==> config.mk <==
export PLATFORM = sky130hd
export DESIGN_NAME = data_unloader
export DESIGN_NICKNAME = d
export VERILOG_FILES = /design/src/rtl/data_unloader.sv
export SDC_FILE = /design/constraint.sdc
export NUM_CORES = 1
export LEC_CHECK = 0
export CAP_MARGIN = 20
export CORE_AREA = 4 4 506 508
export DETAILED_ROUTE_END_ITERATION = 10
export DIE_AREA = 0 0 510 512
export PLACE_DENSITY = 0.33
export RECOVER_POWER = 25
export SKIP_CTS_REPAIR_TIMING = 1
export SLEW_MARGIN = 20
export SYNTH_ARGS = -nofsm -noshare
export SYNTH_HDL_FRONTEND = slang
export SYNTH_SLANG_ARGS = --single-unit
==> constraint.sdc <==
create_clock -name clk -period 7.2 [get_ports clk]
set_input_delay 1.8 -clock clk [delete_from_list [all_inputs] [get_ports clk]]
set_output_delay 1.8 -clock clk [all_outputs]
set_load 0.02 [all_outputs]
==> images/met1.png <==
The bar under the picture is 200 um long.
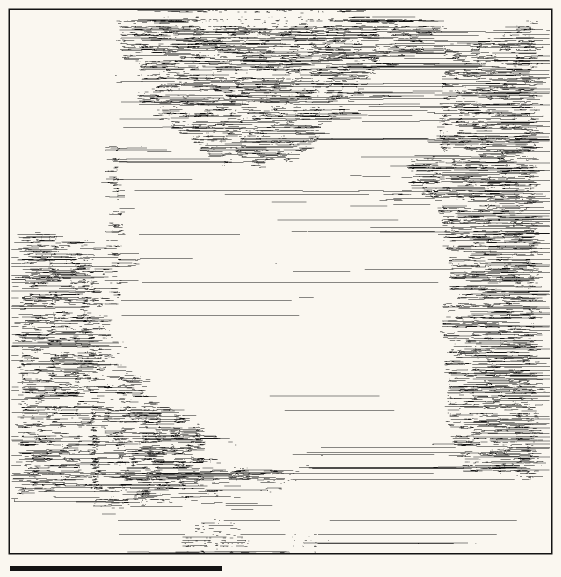
wire length on this layer	67.6 mm
nets with wire on the layer	3843
via count: 26000
Routed WL: 154 mm

==> images/met2.png <==
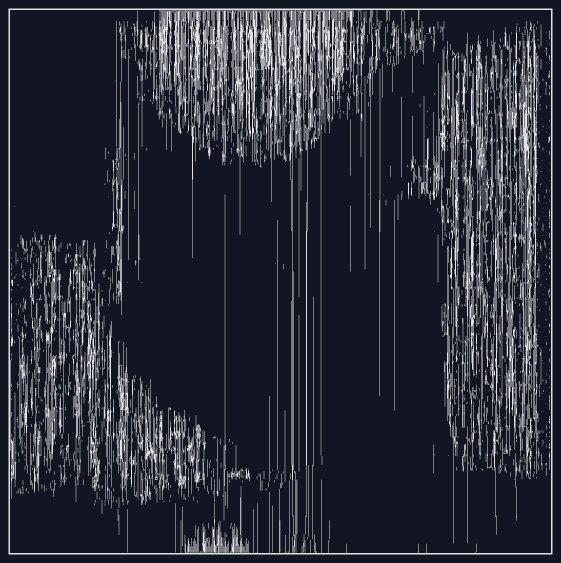
wire length on this layer	69.0 mm
share of all routed wire	45%
global routing usage on met2: 17.9%

==> images/met3.png <==
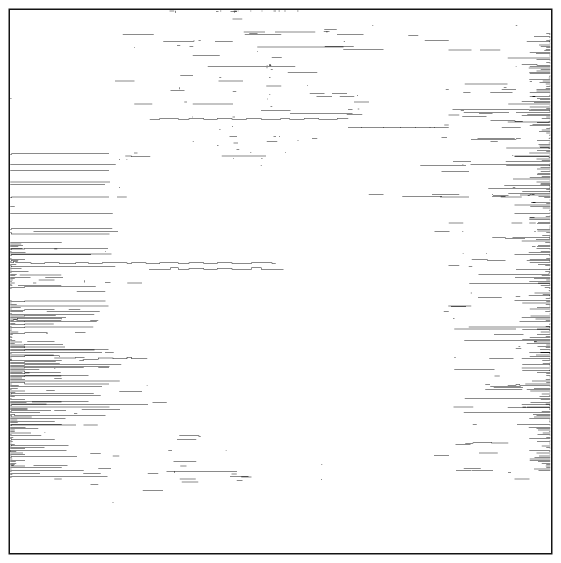
wire length on this layer	13200 um
longest straight run	129 um
M3 GR Usage: 3.92%

==> images/met4.png <==
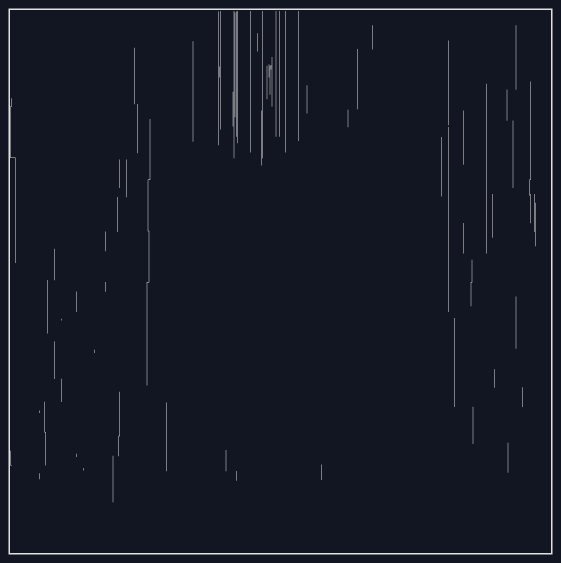
main direction	vertical
longest straight run	174 um
nets with wire on the layer	43
wire length on this layer	4260 um

==> images/final_congestion.png <==
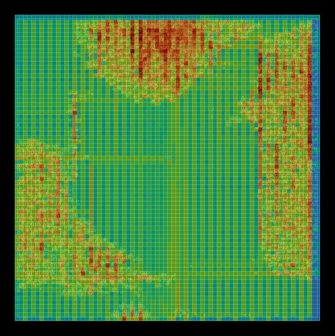
met1 GRT Util: 14.3%
post-DR wirelength/cell: 20.6 um
Util after Layout: 16.4%
global route hottest layer: met2
all-layer global routing usage: 11.3%

==> results_dict.tcl <==
# place-and-route summary
set metrics [dict create \
    final_cell_count_no_fill 7498 \
    ys_ff 695 \
    timing.final.max_slew_violations 985 \
    top_layer_used "met5" \
    swShare_pct 32.0 \
    holdPathStages 2 \
    rsz0062_at_grt "no" \
    postSynthCellCount 3489 \
    seqCellArea_mm2 0.0139 \
    power.density_mw_per_mm2 275 \
    maxCapViolations 16 \
    power.internal_mw 7.69 \
    worst_pin_slew_ns 4.54 \
    die_w_um 510 \
    dieArea_mm2 0.261 \
    cp_cell_sequence "buf_8, clkbuf_1, clkbuf_2, a21oi_1" \
    core_area_mm2 0.251 \
    syn_avg_cell_area_um2 7.81 \
    cp.arrival_ns 6.14 \
    status "finished with violations" \
    wl_met1_mm 67.6 \
    critPathLaunchType "input pin" \
    violations "max-capacitance violations, max-slew violations" \
    grt_max_degree 191 \
    dp_slack_ns 2.18 \
    fp.dieH_um 512 \
    grt.overflow.total 0 \
    p_leak_nw 12.6 \
]
layer usage:
layer / vias up / track usage (%)
li1: 12500 / -
met1: 12400 / 14.3
met2: 859 / 17.9
met3: 190 / 3.92
met4: 18 / 3.20
met5: - / 0
synth_stat cells (all sizes together) (4+ instances only):
cell type	number	area, um2
a31o	4	35.0
xor2	22	193
or2	6	37.5
nand4	11	68.8
nor4	21	178
and3	14	88.8
o21ai	27	135
a21oi	608	3050
o211ai	7	52.6
inv	22	82.6
dfxtp	695	13900
nor2	117	439
nor3b	5	37.5
ha	20	250
nor3	31	180
nand2	1238	4650
a211oi	59	473
nand3	42	233
a32oi	4	35.0
a31oi	4	25.0
o22ai	6	37.5
and4	7	63.8
a21o	7	53.8
buf	101	684
nor2b	11	68.8
and2	11	68.8
mux2i	20	204
or4	5	37.5
xnor2	44	393
clkbuf	263	987
nand2b	8	50.1
kinds of logic after synthesis:
| logic type | after synthesis | share of synthesized area [%] |
|---|---|---|
| adders and majority gates | 21 | 0.991 |
| xor gates and xnor gates | 66 | 2.15 |
| other | 2 | 0.0275 |
| and+or+nand+nor | 1537 | 23.1 |
| DFF | 695 | 51.0 |
| AOI/OAI and AO/OA | 760 | 15.5 |
| buffers and inverters | 386 | 6.43 |
| muxes | 22 | 0.831 |
power groups by stage:
stage          registers (mW)  logic, mW  clock network (mW)
4_1_cts                  4.32       2.30                4.97
5_1_grt                  4.35       2.45                5.08
2_1_floorplan            4.51       1.16                   0
3_3_place_gp             4.40       2.29                   0
3_5_place_dp             4.40       2.28                   0
6_report                 4.31       2.23                4.76
final cells by class:
class	count	share of cell area, %
flip-flops and latches	695	33.8
multi-input cells	2412	28.5
repair buffers	844	19.7
well taps	3348	10.2
clock buffers	136	6.53
clock inverters	35	1.07
inverters	22	0.201
diodes	6	0.0365
Power and IR drop assume default switching activity.
